Figure 1. Metal 3.
Cells faint in the background.
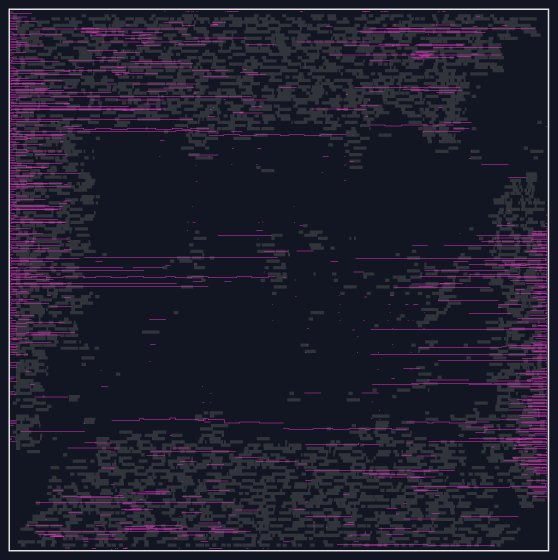
Figure 2. Track usage over the die.
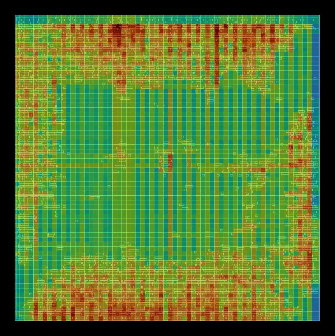
Figure 3. Clock distribution.
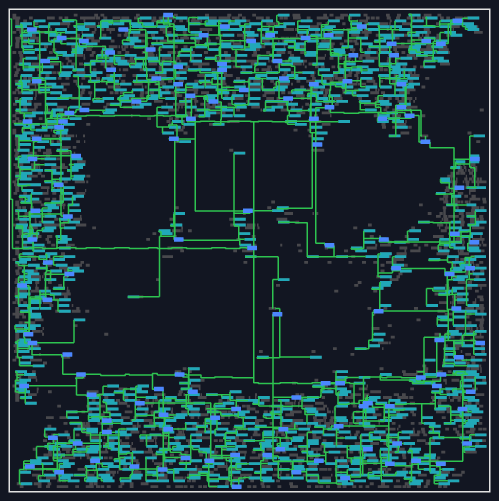
## src/rtl/sa_result_drain_pkg.sv

```systemverilog
// Shared constants and types for the systolic-array result drain path.
package sa_pkg;

    localparam int unsigned N     = 8;
    localparam int unsigned DW    = 16;
    localparam int unsigned ROW_W = $clog2(N);

    typedef enum logic [1:0] {
        IDLE,
        WAIT,
        STREAM
    } drain_state_t;

    typedef logic [ROW_W-1:0] row_idx_t;
    typedef logic [N*DW-1:0]  row_word_t;

endpackage

```

## src/rtl/sa_result_drain_if.sv

```systemverilog
// Row-per-beat valid/ready result stream from the drain to its consumer.
interface sa_result_drain_if;
    import sa_pkg::*;

    row_word_t OUT_DATA;
    row_idx_t  OUT_ROW;
    logic      OUT_VALID;
    logic      OUT_READY;
    logic      OUT_LAST;

    modport master (
        output OUT_DATA,
        output OUT_ROW,
        output OUT_VALID,
        output OUT_LAST,
        input  OUT_READY
    );

    modport slave (
        input  OUT_DATA,
        input  OUT_ROW,
        input  OUT_VALID,
        input  OUT_LAST,
        output OUT_READY
    );

endinterface

```

## src/rtl/sa_result_drain_row_buffer.sv

```systemverilog
// N x N*DW snapshot register bank; parallel capture, combinational row read.
module sa_row_buffer
    import sa_pkg::*;
(
    input  logic                clk,
    input  logic                capture,
    input  logic [N*N*DW-1:0]   y_flat,
    input  row_idx_t            row,
    output row_word_t           row_data
);

    // Row r of Y_FLAT already occupies [r*N*DW +: N*DW], so the flat bus maps straight onto rows.
    logic [N-1:0][N*DW-1:0] mem;

    always_ff @(posedge clk) begin
        if (capture) begin
            mem <= y_flat;
        end
    end

    always_comb begin
        row_data = mem[row];
    end

endmodule

```

## src/rtl/sa_result_drain.sv

```systemverilog
// Waits a settle time after START, snapshots the result grid, then streams it one row per beat.
module sa_result_drain
    import sa_pkg::*;
#(
    parameter int unsigned SETTLE_CYCLES = 24
) (
    input  logic                CLK,
    input  logic                RST_N,
    input  logic                START,
    input  logic [N*N*DW-1:0]   Y_FLAT,
    sa_result_drain_if.master   drain,
    output logic                BUSY,
    output logic                DONE
);

    drain_state_t state;
    logic [7:0]   cnt;
    row_idx_t     row;
    logic         valid;
    logic         last;
    logic         capture;
    row_word_t    row_data;

    assign capture = (state == WAIT) && (cnt == '0);

    sa_row_buffer u_buf (
        .clk      (CLK),
        .capture  (capture),
        .y_flat   (Y_FLAT),
        .row      (row),
        .row_data (row_data)
    );

    always_ff @(posedge CLK or negedge RST_N) begin
        if (!RST_N) begin
            state <= IDLE;
            cnt   <= '0;
            row   <= '0;
            valid <= 1'b0;
            last  <= 1'b0;
            BUSY  <= 1'b0;
            DONE  <= 1'b0;
        end else begin
            DONE <= 1'b0;
            case (state)
                IDLE: begin
                    if (START) begin
                        state <= WAIT;
                        cnt   <= 8'(SETTLE_CYCLES - 1);
                        BUSY  <= 1'b1;
                    end
                end
                WAIT: begin
                    if (cnt == '0) begin
                        state <= STREAM;
                        row   <= '0;
                        valid <= 1'b1;
                        last  <= (N == 1);
                    end else begin
                        cnt <= cnt - 8'd1;
                    end
                end
                STREAM: begin
                    if (valid && drain.OUT_READY) begin
                        if (last) begin
                            state <= IDLE;
                            valid <= 1'b0;
                            last  <= 1'b0;
                            row   <= '0;
                            BUSY  <= 1'b0;
                            DONE  <= 1'b1;
                        end else begin
                            row  <= row + 1'b1;
                            last <= (row == row_idx_t'(N - 2));
                        end
                    end
                end
                default: state <= IDLE;
            endcase
        end
    end

    // Data is gated so the uninitialised buffer never reaches the port outside STREAM.
    assign drain.OUT_DATA  = valid ? row_data : '0;
    assign drain.OUT_ROW   = row;
    assign drain.OUT_VALID = valid;
    assign drain.OUT_LAST  = last;

endmodule

```

## src/flat_wrapper.sv

```systemverilog
// flat-port wrapper written by rule: the top's interface ports become plain ports
module sa_result_drain_flat import sa_pkg::*;
#(
    parameter int unsigned SETTLE_CYCLES = 24
)
  (CLK, RST_N, START, Y_FLAT, BUSY, DONE, drain_OUT_DATA, drain_OUT_ROW, drain_OUT_VALID, drain_OUT_LAST, drain_OUT_READY);
  sa_result_drain_if drain_i ();
  input  logic CLK;
  input  logic RST_N;
  input  logic START;
  input  logic [N*N*DW-1:0] Y_FLAT;
  output logic BUSY;
  output logic DONE;
  output wire logic [$bits(drain_i.OUT_DATA)-1:0] drain_OUT_DATA;
  output wire logic [$bits(drain_i.OUT_ROW)-1:0] drain_OUT_ROW;
  output wire logic [$bits(drain_i.OUT_VALID)-1:0] drain_OUT_VALID;
  output wire logic [$bits(drain_i.OUT_LAST)-1:0] drain_OUT_LAST;
  input wire logic [$bits(drain_i.OUT_READY)-1:0] drain_OUT_READY;
  assign drain_OUT_DATA = drain_i.OUT_DATA;
  assign drain_OUT_ROW = drain_i.OUT_ROW;
  assign drain_OUT_VALID = drain_i.OUT_VALID;
  assign drain_OUT_LAST = drain_i.OUT_LAST;
  assign drain_i.OUT_READY = drain_OUT_READY;
  sa_result_drain #(.SETTLE_CYCLES(SETTLE_CYCLES)) u_core (.CLK(CLK), .RST_N(RST_N), .START(START), .Y_FLAT(Y_FLAT), .drain(drain_i), .BUSY(BUSY), .DONE(DONE));
endmodule
```

## config.mk

```make
export PLATFORM = sky130hd
export DESIGN_NAME = sa_result_drain_flat
export DESIGN_NICKNAME = d
export VERILOG_FILES = /design/src/rtl/sa_result_drain_pkg.sv /design/src/rtl/sa_result_drain_if.sv /design/src/rtl/sa_result_drain_row_buffer.sv /design/src/rtl/sa_result_drain.sv /design/src/flat_wrapper.sv
export SDC_FILE = /design/constraint.sdc
export NUM_CORES = 1
export LEC_CHECK = 0
export CORE_AREA = 2 2 451 453
export DETAILED_ROUTE_END_ITERATION = 6
export DIE_AREA = 0 0 453 455
export GPL_TIMING_DRIVEN = 0
export PLACE_DENSITY = 0.49
export REMOVE_ABC_BUFFERS = 1
export SLEW_MARGIN = 10
export SYNTH_ARGS = -nofsm -noshare
export SYNTH_HDL_FRONTEND = slang
export SYNTH_SLANG_ARGS = --single-unit
```

## constraint.sdc

```tcl
create_clock -name CLK -period 82.2 [get_ports CLK]
set_input_delay 16.44 -clock CLK [delete_from_list [all_inputs] [get_ports CLK]]
set_output_delay 16.44 -clock CLK [all_outputs]
set_load 0.005 [all_outputs]
```

==> summary.txt <==
fresh numbers from the pnr run: status complete, no violations, Leakage between 15 and 20 nW, dpl cell area 0.0553 sq mm, first-pass GRT wire length 215 mm, DRT antenna net count 0, final-stage net count around 4100, Worst path max stage delay a little under 0.9 ns, CP required between 60 and 70 ns, area grow syn2layout 50.3%, min Tclk post-route around 21 ns, Compound Share, Synth 2.11%, main flop type edfxtp_1, ys cells about 1900, GRT Util Overall between 10% and 20%, # Post-CTS Setup Buffers 0, Multi-In Gates a little over 700, Antenna Cells 27, Die ar. between 0.2 and 0.25 sq mm, Synth Area in Adders less than 1%, post-synthesis async set-or-reset flop share 1.63%, xor/xnor share less than 1%, Gate Count Post-Synth ~1900, placed insts approximately 5700, largest net degree at the start of global routing just over 60, Non-Clock Buffer Area Fraction about a fifth, Vias/cell ~4.0, cts bufs inserted ~130, routability congestion estimate 0.886, hold_ws ~0.52 ns, unrepaired setup endpoints after global routing no, Num Clock Sinks between 1000 and 1500, top cells by area edfxtp_1, mux4_2, nand2_1, Tapcells ~2700, CP endpoint kind output port, Area-dominant class sequential cells, Yosys Chip Area roughly 0.040 sq mm, Seq share, synth about four fifths, dpl ws between 60 and 70 ns, TritonCTS clock tree built, CP max-delay cell dfrtp_4, Yosys reg bits around 1000, most frequent CP cell buf_16, FF+latch area about 0.031 sq mm, max-slew violations 0, slew at the pin closest to its max-slew limit about 0.94 ns, OpenROAD warning count 33, DRC 0, die height about 460 um, initial antenna violation count about 110, mean area per synthesized cell approximately 21 sq um, Critical path buffers and inverters 4, vias in the first global route roughly 25000, FMAX 47.8 MHz, num sequential ~1000, sequential share of cell area 52.3%, Die W 453 um, IR drop worst, VDD 18.4 uV, startpoint class of the critical path flip-flop, post-route cell area 0.0596 sq mm, fp util 19.7%, Max Cap Viol 0, Signal inverters 10, crit path kind flip-flop to output port, FP Rows between 150 and 200, share of post-route cells with drive strength above 1 15.6%, Clock transition at path regs roughly 0.05 ns, post-layout period usage around a quarter, final-layout clock-cell area share between 7 and 8%, Post-synth mux share between 10 and 15%, post-synth cell types a little over 40, Buffers excl. clock about 1200, Logic area ~0.008 sq mm, CTS Buffer Depth 3, WL/cell 27.8 um, worst path arrival time ~4.5 ns, logic share of the area a little over an eighth, Ys Warns 0, Post-CTS Hold Fix Bufs 0, worst-path fanout max 35, number of port buffers approximately 1200, Worst path top cell family by delay buffers and inverters, Filler Cell Count roughly 20000, initial drt markers ~2100, Synth Cell Area slightly below 0.04 sq mm, Slew HR between 30% and 40%, cell type with the largest total area edfxtp_1, clk latency late pin between 0.7 and 0.8 ns, post_cts resized 0, simple share around 3%, I/O pin count between 1000 and 1500, clkbuf count ~160, grt ovf 0, Final setup viols 0, number of enable flip-flop cells roughly 1000, Commonest cells post-synth edfxtp_1, nand2_1, mux4_2, Final Power roughly 1.5 mW, top cell type by instance count after synthesis edfxtp_1, fin worst setup slack 61.30 ns, hold crit path type flip-flop to flip-flop, first-pass detailed-route iteration total 7, Cell Chain, Critical Path buf_16 -> buf_16 -> buf_16 -> mux4_2 -> nand2_1 -> a21oi_1 -> clkdlybuf4s50_1, clk_skew around 0.023 ns, largest family of logic cells by area multiplexers, DR vias between 20000 and 25000, dpl hpwl 127 mm, setup TNS 0 ns, final hold violation count 0, routed wire length 165 mm, Finished Layout Cells 5913, top-area cell type share of the netlist area 77.5%, Root Driver clkbuf_16, pwr/cell area ~24 mW/mm^2, CTS H-tree lvls 4, core area 0.201 sq mm
Back to the opening pictures, Figure 1:
620 nets have wire on it. The layer carries 15200 um of wire. The layer holds 9.2% of the routed length. The longest straight run is 181 um.

Back to the opening pictures, Figure 2:
busiest grt layer: met2
final core occ: 29.6%
met3 Track Usage GR: 5.92%

Back to the opening pictures, Figure 3:
Key: clock wires = green [length 16500 um]; flip-flops = cyan [count 1041]; clock-net drivers = blue [count 132]
There are 133 routed clock nets. Position of the flops: widely spread.

-- routing by layer --
layer | vias to the layer above | track usage, % | wire [um]
met2 | 1053 | 26.1 | 82900
li1 | 10200 | - | -
met5 | - | 0 | 374
met1 | 12100 | 17.8 | 61000
met4 | 56 | 5.31 | 5120
met3 | 319 | 5.92 | 15200
-- power by group --
group          switching (mW)  total [mW]  internal [mW]
sequential            0.00811       0.593          0.584
clock                   0.241       0.579          0.338
combinational           0.123       0.287          0.164
-- final timing paths --
kind | endpoint | startpoint | cells after the start | slack [ns]
max | drain_OUT_DATA[114] | u_core.drain.OUT_ROW[0] | 7 | 61.30
min | u_core.BUSY | u_core.BUSY | 1 | 0.52
max reg2reg | u_core.u_buf.mem[474] | u_core.cnt[0] | 11 | 77.42
min reg2reg | u_core.BUSY | u_core.BUSY | 1 | 0.52
max in group asynchronous | u_core.drain.OUT_ROW[0] | RST_N | 1 | 65.41
min in group asynchronous | u_core.DONE | RST_N | 1 | 16.17
-- flip-flops by register name, summed over array words and instances (netlist names) --
signal and count:
u_core.drain.OUT_ROW 3, u_core.state 2, u_core.DONE 1, u_core.BUSY 1, u_core.drain.OUT_LAST 1, u_core.cnt 8, u_core.u_buf.mem 1024, u_core.drain.OUT_VALID 1
-- placed cells by master (no fill, tap or decap), types with 8 or more instances in the layout --
cell type        instances
clkinv_2                19
ha_1                     8
mux4_2                 256
diode_2                 27
clkdlybuf4s50_1       1162
nand2_1                266
buf_16                  38
a21oi_1                136
dfrtp_1                 14
bufinv_16               12
clkinv_8                 8
nor2_1                  10
clkbuf_1                25
clkbuf_16              133
clkinv_1                23
edfxtp_1              1024
inv_1                    8
-- worst register-to-register path: cells and delay by family (launching register included) --
family	cells	cell delay (ns)
fa+ha+maj	1	0.21
buf+inv	8	2.54
flops	1	0.41
simple gates	2	1.20
Power figures rest on the tool's default switching activity, not on a simulated workload.
